run_1/m2.png
Scale: 4 px per µm.
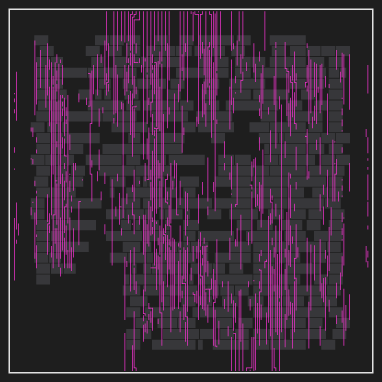
run_1/congestion_map.png
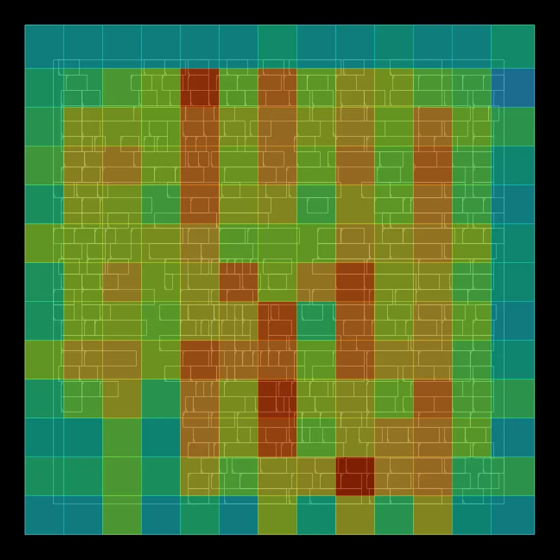
run_1/pinout.png
Scale: 4 px per µm. Pins as bars across the die edge, other pins in grey.
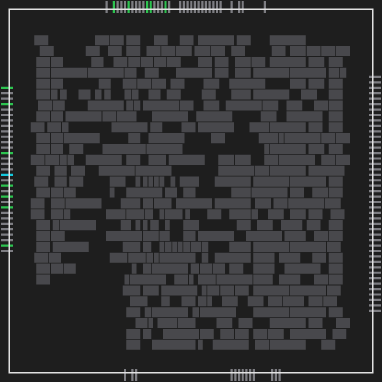
**src/rtl/pdp_mem_arbiter_if.sv**
```systemverilog
// rtl/pdp_mem_arbiter_if.sv - Requester, response and memory-port bundle for pdp_mem_arbiter
interface pdp_mem_arbiter_if #(
  parameter int ADDR_WIDTH = 12,
  parameter int DATA_WIDTH = 12
);
  logic                  ifu_rd_req;
  logic [ADDR_WIDTH-1:0] ifu_rd_addr;
  logic                  ifu_rd_gnt;
  logic                  ifu_rd_valid;
  logic [DATA_WIDTH-1:0] ifu_rd_data;

  logic                  exec_rd_req;
  logic [ADDR_WIDTH-1:0] exec_rd_addr;
  logic                  exec_rd_gnt;
  logic                  exec_rd_valid;
  logic [DATA_WIDTH-1:0] exec_rd_data;

  logic                  exec_wr_req;
  logic [ADDR_WIDTH-1:0] exec_wr_addr;
  logic [DATA_WIDTH-1:0] exec_wr_data;
  logic                  exec_wr_gnt;

  logic                  mem_req;
  logic                  mem_we;
  logic [ADDR_WIDTH-1:0] mem_addr;
  logic [DATA_WIDTH-1:0] mem_wdata;
  logic [DATA_WIDTH-1:0] mem_rdata;

  logic                  arb_busy;

  // Arbiter side
  modport slave (
    input  ifu_rd_req, ifu_rd_addr,
    input  exec_rd_req, exec_rd_addr,
    input  exec_wr_req, exec_wr_addr, exec_wr_data,
    input  mem_rdata,
    output ifu_rd_gnt, ifu_rd_valid, ifu_rd_data,
    output exec_rd_gnt, exec_rd_valid, exec_rd_data,
    output exec_wr_gnt,
    output mem_req, mem_we, mem_addr, mem_wdata,
    output arb_busy
  );

  // Requesters plus memory side
  modport master (
    output ifu_rd_req, ifu_rd_addr,
    output exec_rd_req, exec_rd_addr,
    output exec_wr_req, exec_wr_addr, exec_wr_data,
    output mem_rdata,
    input  ifu_rd_gnt, ifu_rd_valid, ifu_rd_data,
    input  exec_rd_gnt, exec_rd_valid, exec_rd_data,
    input  exec_wr_gnt,
    input  mem_req, mem_we, mem_addr, mem_wdata,
    input  arb_busy
  );
endinterface

```
**src/rtl/pdp_mem_arbiter.sv**
```systemverilog
// rtl/pdp_mem_arbiter.sv - PDP-8 fetch/exec single-port memory arbiter with fixed-latency reads
module pdp_mem_arbiter #(
  parameter int ADDR_WIDTH = 12,
  parameter int DATA_WIDTH = 12,
  parameter int RD_LAT     = 1,
  parameter int FAIR_LIMIT = 4
) (
  input logic              clk,
  input logic              reset_n,
  pdp_mem_arbiter_if.slave bus
);

  typedef enum logic [1:0] {IDLE, ISSUE, WAIT, RESP} state_t;
  typedef enum logic [1:0] {OWN_NONE, OWN_IFU, OWN_EXEC_RD, OWN_EXEC_WR} owner_t;

  localparam logic [2:0] LAT_LAST = 3'(RD_LAT - 1);
  localparam logic [3:0] FAIR_MAX = 4'(FAIR_LIMIT);

  state_t state;
  state_t state_next;
  owner_t owner;
  owner_t pick;
  logic   fair_force;

  logic [2:0] wait_cnt;
  logic [3:0] fair_cnt;

  logic                  ifu_gnt_q;
  logic                  exec_rd_gnt_q;
  logic                  exec_wr_gnt_q;
  logic                  ifu_valid_q;
  logic                  exec_valid_q;
  logic [DATA_WIDTH-1:0] ifu_data_q;
  logic [DATA_WIDTH-1:0] exec_data_q;
  logic                  mem_req_q;
  logic                  mem_we_q;
  logic [ADDR_WIDTH-1:0] mem_addr_q;
  logic [DATA_WIDTH-1:0] mem_wdata_q;
  logic                  busy_q;

  // Winner of the current IDLE sample; fetch jumps the queue once starved long enough
  always_comb begin
    pick       = OWN_NONE;
    fair_force = bus.ifu_rd_req && (fair_cnt == FAIR_MAX);
    if (fair_force) begin
      pick = OWN_IFU;
    end else if (bus.exec_wr_req) begin
      pick = OWN_EXEC_WR;
    end else if (bus.exec_rd_req) begin
      pick = OWN_EXEC_RD;
    end else if (bus.ifu_rd_req) begin
      pick = OWN_IFU;
    end
  end

  always_comb begin
    state_next = state;
    case (state)
      IDLE: begin
        if (pick != OWN_NONE) begin
          state_next = ISSUE;
        end
      end
      ISSUE: begin
        state_next = (owner == OWN_EXEC_WR) ? IDLE : WAIT;
      end
      WAIT: begin
        if (wait_cnt == LAT_LAST) begin
          state_next = RESP;
        end
      end
      RESP: begin
        state_next = IDLE;
      end
      default: begin
        state_next = IDLE;
      end
    endcase
  end

  always_ff @(posedge clk or negedge reset_n) begin
    if (!reset_n) begin
      state <= IDLE;
    end else begin
      state <= state_next;
    end
  end

  always_ff @(posedge clk or negedge reset_n) begin
    if (!reset_n) begin
      owner    <= OWN_NONE;
      wait_cnt <= '0;
      fair_cnt <= '0;
    end else begin
      wait_cnt <= (state == WAIT) ? wait_cnt + 3'd1 : 3'd0;
      if (state == IDLE && pick != OWN_NONE) begin
        owner <= pick;
        if (pick == OWN_IFU || !bus.ifu_rd_req) begin
          fair_cnt <= '0;
        end else if (fair_cnt != FAIR_MAX) begin
          fair_cnt <= fair_cnt + 4'd1;
        end
      end
    end
  end

  // Strobes default low each cycle; the memory bus fields hold between transactions
  always_ff @(posedge clk or negedge reset_n) begin
    if (!reset_n) begin
      ifu_gnt_q     <= 1'b0;
      exec_rd_gnt_q <= 1'b0;
      exec_wr_gnt_q <= 1'b0;
      ifu_valid_q   <= 1'b0;
      exec_valid_q  <= 1'b0;
      ifu_data_q    <= '0;
      exec_data_q   <= '0;
      mem_req_q     <= 1'b0;
      mem_we_q      <= 1'b0;
      mem_addr_q    <= '0;
      mem_wdata_q   <= '0;
      busy_q        <= 1'b0;
    end else begin
      ifu_gnt_q     <= 1'b0;
      exec_rd_gnt_q <= 1'b0;
      exec_wr_gnt_q <= 1'b0;
      ifu_valid_q   <= 1'b0;
      exec_valid_q  <= 1'b0;
      mem_req_q     <= 1'b0;
      busy_q        <= (state_next != IDLE);

      if (state == IDLE && pick != OWN_NONE) begin
        mem_req_q <= 1'b1;
        case (pick)
          OWN_EXEC_WR: begin
            exec_wr_gnt_q <= 1'b1;
            mem_we_q      <= 1'b1;
            mem_addr_q    <= bus.exec_wr_addr;
            mem_wdata_q   <= bus.exec_wr_data;
          end
          OWN_EXEC_RD: begin
            exec_rd_gnt_q <= 1'b1;
            mem_we_q      <= 1'b0;
            mem_addr_q    <= bus.exec_rd_addr;
          end
          OWN_IFU: begin
            ifu_gnt_q  <= 1'b1;
            mem_we_q   <= 1'b0;
            mem_addr_q <= bus.ifu_rd_addr;
          end
          default: begin
          end
        endcase
      end

      if (state == WAIT && wait_cnt == LAT_LAST) begin
        if (owner == OWN_IFU) begin
          ifu_data_q  <= bus.mem_rdata;
          ifu_valid_q <= 1'b1;
        end else begin
          exec_data_q  <= bus.mem_rdata;
          exec_valid_q <= 1'b1;
        end
      end
    end
  end

  assign bus.ifu_rd_gnt    = ifu_gnt_q;
  assign bus.ifu_rd_valid  = ifu_valid_q;
  assign bus.ifu_rd_data   = ifu_data_q;
  assign bus.exec_rd_gnt   = exec_rd_gnt_q;
  assign bus.exec_rd_valid = exec_valid_q;
  assign bus.exec_rd_data  = exec_data_q;
  assign bus.exec_wr_gnt   = exec_wr_gnt_q;
  assign bus.mem_req       = mem_req_q;
  assign bus.mem_we        = mem_we_q;
  assign bus.mem_addr      = mem_addr_q;
  assign bus.mem_wdata     = mem_wdata_q;
  assign bus.arb_busy      = busy_q;

endmodule
```
**src/flat_wrapper.sv**
```systemverilog
// flat-port wrapper written by rule: the top's interface ports become plain ports
module pdp_mem_arbiter_flat 
#(
  parameter int ADDR_WIDTH = 12,
  parameter int DATA_WIDTH = 12,
  parameter int RD_LAT     = 1,
  parameter int FAIR_LIMIT = 4
)
  (clk, reset_n, bus_ifu_rd_req, bus_ifu_rd_addr, bus_exec_rd_req, bus_exec_rd_addr, bus_exec_wr_req, bus_exec_wr_addr, bus_exec_wr_data, bus_mem_rdata, bus_ifu_rd_gnt, bus_ifu_rd_valid, bus_ifu_rd_data, bus_exec_rd_gnt, bus_exec_rd_valid, bus_exec_rd_data, bus_exec_wr_gnt, bus_mem_req, bus_mem_we, bus_mem_addr, bus_mem_wdata, bus_arb_busy);
  pdp_mem_arbiter_if #(.ADDR_WIDTH(ADDR_WIDTH), .DATA_WIDTH(DATA_WIDTH)) bus_i ();
  input logic clk;
  input logic reset_n;
  input wire logic [$bits(bus_i.ifu_rd_req)-1:0] bus_ifu_rd_req;
  input wire logic [$bits(bus_i.ifu_rd_addr)-1:0] bus_ifu_rd_addr;
  input wire logic [$bits(bus_i.exec_rd_req)-1:0] bus_exec_rd_req;
  input wire logic [$bits(bus_i.exec_rd_addr)-1:0] bus_exec_rd_addr;
  input wire logic [$bits(bus_i.exec_wr_req)-1:0] bus_exec_wr_req;
  input wire logic [$bits(bus_i.exec_wr_addr)-1:0] bus_exec_wr_addr;
  input wire logic [$bits(bus_i.exec_wr_data)-1:0] bus_exec_wr_data;
  input wire logic [$bits(bus_i.mem_rdata)-1:0] bus_mem_rdata;
  output wire logic [$bits(bus_i.ifu_rd_gnt)-1:0] bus_ifu_rd_gnt;
  output wire logic [$bits(bus_i.ifu_rd_valid)-1:0] bus_ifu_rd_valid;
  output wire logic [$bits(bus_i.ifu_rd_data)-1:0] bus_ifu_rd_data;
  output wire logic [$bits(bus_i.exec_rd_gnt)-1:0] bus_exec_rd_gnt;
  output wire logic [$bits(bus_i.exec_rd_valid)-1:0] bus_exec_rd_valid;
  output wire logic [$bits(bus_i.exec_rd_data)-1:0] bus_exec_rd_data;
  output wire logic [$bits(bus_i.exec_wr_gnt)-1:0] bus_exec_wr_gnt;
  output wire logic [$bits(bus_i.mem_req)-1:0] bus_mem_req;
  output wire logic [$bits(bus_i.mem_we)-1:0] bus_mem_we;
  output wire logic [$bits(bus_i.mem_addr)-1:0] bus_mem_addr;
  output wire logic [$bits(bus_i.mem_wdata)-1:0] bus_mem_wdata;
  output wire logic [$bits(bus_i.arb_busy)-1:0] bus_arb_busy;
  assign bus_i.ifu_rd_req = bus_ifu_rd_req;
  assign bus_i.ifu_rd_addr = bus_ifu_rd_addr;
  assign bus_i.exec_rd_req = bus_exec_rd_req;
  assign bus_i.exec_rd_addr = bus_exec_rd_addr;
  assign bus_i.exec_wr_req = bus_exec_wr_req;
  assign bus_i.exec_wr_addr = bus_exec_wr_addr;
  assign bus_i.exec_wr_data = bus_exec_wr_data;
  assign bus_i.mem_rdata = bus_mem_rdata;
  assign bus_ifu_rd_gnt = bus_i.ifu_rd_gnt;
  assign bus_ifu_rd_valid = bus_i.ifu_rd_valid;
  assign bus_ifu_rd_data = bus_i.ifu_rd_data;
  assign bus_exec_rd_gnt = bus_i.exec_rd_gnt;
  assign bus_exec_rd_valid = bus_i.exec_rd_valid;
  assign bus_exec_rd_data = bus_i.exec_rd_data;
  assign bus_exec_wr_gnt = bus_i.exec_wr_gnt;
  assign bus_mem_req = bus_i.mem_req;
  assign bus_mem_we = bus_i.mem_we;
  assign bus_mem_addr = bus_i.mem_addr;
  assign bus_mem_wdata = bus_i.mem_wdata;
  assign bus_arb_busy = bus_i.arb_busy;
  pdp_mem_arbiter #(.ADDR_WIDTH(ADDR_WIDTH), .DATA_WIDTH(DATA_WIDTH), .RD_LAT(RD_LAT), .FAIR_LIMIT(FAIR_LIMIT)) u_core (.clk(clk), .reset_n(reset_n), .bus(bus_i));
endmodule
```
**config.mk**
```make
export PLATFORM = sky130hd
export DESIGN_NAME = pdp_mem_arbiter_flat
export DESIGN_NICKNAME = d
export VERILOG_FILES = /design/src/rtl/pdp_mem_arbiter_if.sv /design/src/rtl/pdp_mem_arbiter.sv /design/src/flat_wrapper.sv
export SDC_FILE = /design/constraint.sdc
export NUM_CORES = 1
export LEC_CHECK = 0
export CAP_MARGIN = 20
export CORE_MARGIN = 5
export CORE_UTILIZATION = 45
export CTS_CLUSTER_SIZE = 20
export DETAILED_ROUTE_END_ITERATION = 7
export GPL_ROUTABILITY_DRIVEN = 1
export PLACE_DENSITY = 0.93
export SLEW_MARGIN = 10
export SYNTH_ARGS = -nofsm -noshare
export SYNTH_HDL_FRONTEND = slang
export SYNTH_SLANG_ARGS = --single-unit
```
**constraint.sdc**
```tcl
create_clock -name clk -period 6.8 [get_ports clk]
set_input_delay 1.36 -clock clk [delete_from_list [all_inputs] [get_ports clk]]
set_output_delay 1.36 -clock clk [all_outputs]
set_load 0.01 [all_outputs]
```
==> Implementation_results.wiki, run 1 <==
== Flow metrics ==
{| class="wikitable"
! Metric !! Value
|-
| Result of the run || finished clean
|-
| Final weighted congestion of routability-driven global placement || 0.774
|-
| Number of warnings in the stage logs || 32
|-
| Register-to-register setup slack || 3820 ps
|-
| Endpoint of the worst-slack reg-to-reg timing path || u_core.bus.mem_wdata[10]$_DFFE_PN0P_
|-
| Most frequent standard cell in the layout excluding fill and tap cells || sky130_fd_sc_hd__clkdlybuf4s50_1
|-
| Largest delay contributor family on the critical path || buffers and inverters
|-
| Number of cells on the critical path || 9
|-
| Number of synthesized flops with an enable pin || 0
|-
| Cells on worst reg2reg path || 10
|-
| Syn. warnings || 0
|-
| Sequential cell fraction of total power || 36.2%
|-
| Critical register-to-register path startpoint || u_core.fair_cnt[0]$_DFFE_PN0P_
|-
| Tally of buffers added on design ports || 120
|-
| Clock slew at the register clock pins of the worst setup and hold paths || 70 ps
|-
| Switching power of the nets || 0.612 mW
|-
| Number of antenna violations at the first check in global routing || 0
|-
| Final total negative setup slack || 0 ps
|-
| I/O pin count || approximately 120
|-
| Number of antenna repair diodes || 0
|-
| Cell area after synthesis || between 0.002 and 0.003 mm²
|-
| M2 GR Usage || approximately a third
|-
| Detailed-routing wirelength on met1 || around 3000 µm
|-
| Setup WS pre-CTS || approximately 2900 ps
|-
| P_seq || ~0.70 mW
|-
| Number of distinct standard cells referenced by the synthesized netlist || 37
|-
| Leakage power || 1.88 nW
|-
| CP Class || in -> reg
|-
| Most used DFF post-synth || sky130_fd_sc_hd__dfrtp_1
|-
| Hold Fails Final Rpt || 0
|-
| Total gr overflow || 0
|-
| H-tree depth || 3
|-
| Met2 wire length || 3860 µm
|-
| Share of synthesized cell area in full adder, half adder and majority cells || 3.86%
|-
| FMAX || 282 MHz
|-
| Floorplan core density || 46.2%
|-
| TritonCTS clock tree || yes
|-
| Die Y || 90.5 µm
|-
| Routed WL || approximately 7400 µm
|-
| Final clock skew || 9.67 ps
|}
-- m2.png (at the start) --
longest straight run: 59.5 µm
share of all routed wire: 52%
nets with wire on the layer: 374
main direction: vertical
wire length on this layer: 3860 µm

-- congestion_map.png (at the start) --
Global Route met3 Usage: 5.17%
GRT Overall Usage: 18.8%

-- pinout.png (at the start) --
| port | colour | pins | direction | edge |
|---|---|---|---|---|
| `bus_exec_rd_addr` | green | 12 | input | 7 left, 5 top |
| `bus_mem_we` | cyan | 1 | output | left |
all pins by edge: 44 right, 33 top, 31 left, 13 bottom

[run 1: per-stage QoR]
stage | instance area (µm²) | instances | hold WS [ps] | power (mW) | utilization [%]
6_report | 4370 | 419 | 464 | 1.93 | 69.2
5_1_grt | 4370 | 419 | 501 | 2.05 | 69.2
4_1_cts | 4370 | 419 | 466 | 1.95 | 69.2
3_5_place_dp | 4150 | 404 | 457 | 1.58 | 65.8
3_3_place_gp | 4150 | 404 | 444 | 1.54 | 65.8
2_1_floorplan | 2920 | 217 | 432 | 1.13 | -
[run 1: final cells by class]
cell class / count / area [µm²]
fillers: 471 / 1950
repair buffers: 121 / 1200
inverters: 13 / 48.8
clock inverters: 5 / 77.6
well taps: 77 / 96.3
multi-input cells: 126 / 1130
clock buffers: 10 / 138
flip-flops and latches: 67 / 1680
==> run 2: changes to the inputs <==
--- a/config.mk
+++ b/config.mk
@@ -7,11 +7,11 @@
 export LEC_CHECK = 0
 export CAP_MARGIN = 20
 export CORE_MARGIN = 5
-export CORE_UTILIZATION = 45
+export CORE_UTILIZATION = 43
 export CTS_CLUSTER_SIZE = 20
 export DETAILED_ROUTE_END_ITERATION = 7
 export GPL_ROUTABILITY_DRIVEN = 1
-export PLACE_DENSITY = 0.93
+export PLACE_DENSITY = 0.89
 export SLEW_MARGIN = 10
 export SYNTH_ARGS = -nofsm -noshare
 export SYNTH_HDL_FRONTEND = slang
==> constraint.sdc (replaced) <==
create_clock -name clk -period 3.35 [get_ports clk]
set_input_delay 0.67 -clock clk [delete_from_list [all_inputs] [get_ports clk]]
set_output_delay 0.67 -clock clk [all_outputs]
set_load 0.01 [all_outputs]
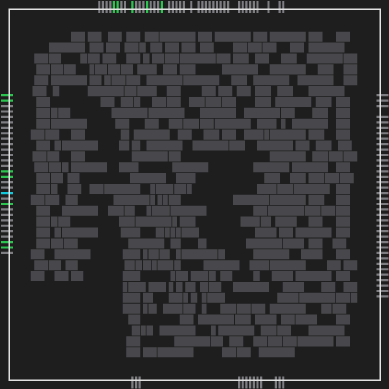
run_2/pinout.png
Scale: 4 px per µm. Pins as bars across the die edge, other pins in grey.
| port | colour | pins | direction | edge |
|---|---|---|---|---|
| `bus_mem_we` | cyan | 1 | output | left |
| `bus_exec_rd_addr` | green | 12 | input | 7 left, 5 top |

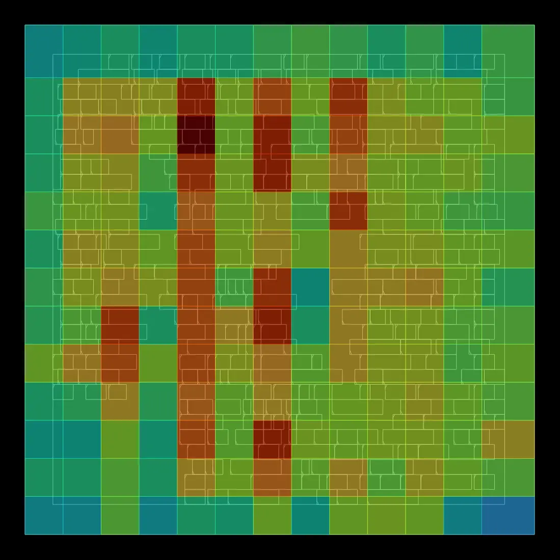
run_2/congestion_map.png
average detailed-routed wire length per instance: 17.2 µm
M2 GR Usage: 29.7%
grt met1 use: 20.6%
Most Used Layer, Global Route: met2
GRT Overall Usage: 17.4%

==> Implementation_results.wiki, run 2 <==
== Flow metrics ==
{| class="wikitable"
! Metric !! Value
|-
| Hold Fails Final Rpt || 0 (unchanged)
|-
| Signal buffers || 124 (was 121)
|-
| Tally of buffers added on design ports || 120 (unchanged)
|-
| Layout clock buffer count || 11 (was 10)
|-
| Post-synthesis share of cell area spent on and-or and or-and gates || 12.4% (unchanged)
|-
| Total power || 3.82 mW (was 1.93 mW)
|-
| FMAX || between 300 and 400 MHz
|-
| Post-route cell area || 0.00437 mm² (about the same)
|-
| Seq cells || 67 (unchanged)
|-
| Inverter count of the layout excluding clock inverters || 13 (unchanged)
|-
| Largest cell class || flip-flops and latches (unchanged)
|-
| Number of warnings in the stage logs || 32 (unchanged)
|-
| Number of cells on the critical path || 10 (was 9)
|-
| Final weighted congestion of routability-driven global placement || 0.789 (was 0.774)
|-
| Non-clock buffering overhead || 28.1% (was 27.6%)
|-
| H-tree depth || 3 (unchanged)
|-
| Register-to-register setup slack || 560 ps (was 3820 ps)
|-
| Floorplan core density || 43.7% (was 46.2%)
|-
| Syn. warnings || 0 (unchanged)
|-
| Number of well taps || 80 (was 77)
|-
| Result of the run || finished clean (unchanged)
|-
| Non-filler cells in the finished layout || 426 (was 419)
|-
| Share of synthesized cell area in full adder, half adder and majority cells || 3.86% (unchanged)
|-
| Met2 wire length || 3730 µm (was 3860 µm)
|-
| Cell area after synthesis || 0.00292 mm² (unchanged)
|-
| Logic cell area || 0.00113 mm² (unchanged)
|-
| Clock slew at the register clock pins of the worst setup and hold paths || 80 ps (was 70 ps)
|-
| Number of distinct standard cells referenced by the synthesized netlist || 37 (unchanged)
|-
| Hold Slack || 457 ps (was 464 ps)
|-
| TritonCTS clock tree || yes (unchanged)
|-
| Setup WS pre-CTS || 242 ps (was 2890 ps)
|-
| Leakage power || 1.87 nW (was 1.88 nW)
|-
| Final Util || 65.3% (was 69.2%)
|-
| Proportion of synthesized flip-flops having asynchronous set or reset || 100% (unchanged)
|-
| Number of synthesized flops with an enable pin || 0 (unchanged)
|-
| Cell total after placement || 410 (was 404)
|-
| Dominant cell by count in the synthesized netlist || sky130_fd_sc_hd__dfrtp_1 (unchanged)
|-
| Detailed-routing wirelength on met1 || 2910 µm (was 2970 µm)
|-
| Final clock skew || 11.1 ps (was 9.67 ps)
|-
| Routed WL || 7320 µm (was 7440 µm)
|-
| MI comb cells || 126 (unchanged)
|-
| Critical register-to-register path startpoint || u_core.fair_cnt[0]$_DFFE_PN0P_ (unchanged)
|-
| Number of antenna repair diodes || 0 (unchanged)
|-
| Die Y || 92.4 µm (was 90.5 µm)
|-
| Global Route met3 Usage || 4.79% (was 5.17%)
|-
| Most used DFF post-synth || sky130_fd_sc_hd__dfrtp_1 (unchanged)
|-
| Sequential cell area || 0.00168 mm² (unchanged)
|-
| Clock-cell share of area || 4.30% (was 4.93%)
|-
| Final total negative setup slack || 0 ps (unchanged)
|-
| Endpoint of the worst-slack reg-to-reg timing path || u_core.bus.mem_wdata[10]$_DFFE_PN0P_ (unchanged)
|-
| Number of antenna violations at the first check in global routing || 0 (unchanged)
|-
| Hold Path Depth || 1 (unchanged)
|-
| Fillers || 514 (was 471)
|-
| Cells on worst reg2reg path || 10 (unchanged)
|-
| Largest delay contributor family on the critical path || simple AND/OR/NAND/NOR gates (was buffers and inverters)
|-
| Total gr overflow || 0 (unchanged)
|-
| Seq/total area || 38.4% (about the same)
|-
| Most frequent standard cell in the layout excluding fill and tap cells || sky130_fd_sc_hd__clkdlybuf4s50_1 (unchanged)
|-
| Logic gate fraction of the total cell area || 25.8% (about the same)
|}
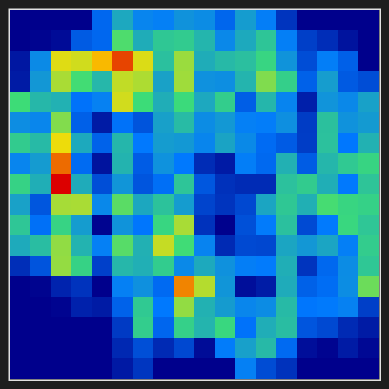
run_2/route_heat.png
Scale: 4 px per µm. The die is cut into 18 by 18 equal tiles; dark blue is low, red is high, scaled to the fullest tile. Values are wire area over tile area, all layers added.
tiles over half the peak: 11%
nearly empty tiles: 14%
mean over tiles: 0.14

[run 2: netlist changes by cell type in the layout (fill, tap and decap cells not counted), sizes merged]
cell,before,now
buf,2,5
bufinv,2,0
clkinvlp,1,3
clkinv,2,1
clkbuf,10,11
inv,13,14
[run 2: cell families (layout without fill, tap and decap cells)]
kind of cell,Yosys count,count (layout)
flops,67,67
compound gates,49,49
mux,38,38
simple gates,29,29
buf+inv,24,153
fa+ha+maj,9,9
xor+xnor,1,1
[run 2: power breakdown]
part	internal [mW]	leakage, nW	switching, mW	total [mW]
Clock	0.310	0.0880	0.313	0.623
Combinational	1.07	0.969	0.725	1.80
Sequential	1.18	0.813	0.218	1.40
No activity file was given, so power comes from the tool's default toggle rates.
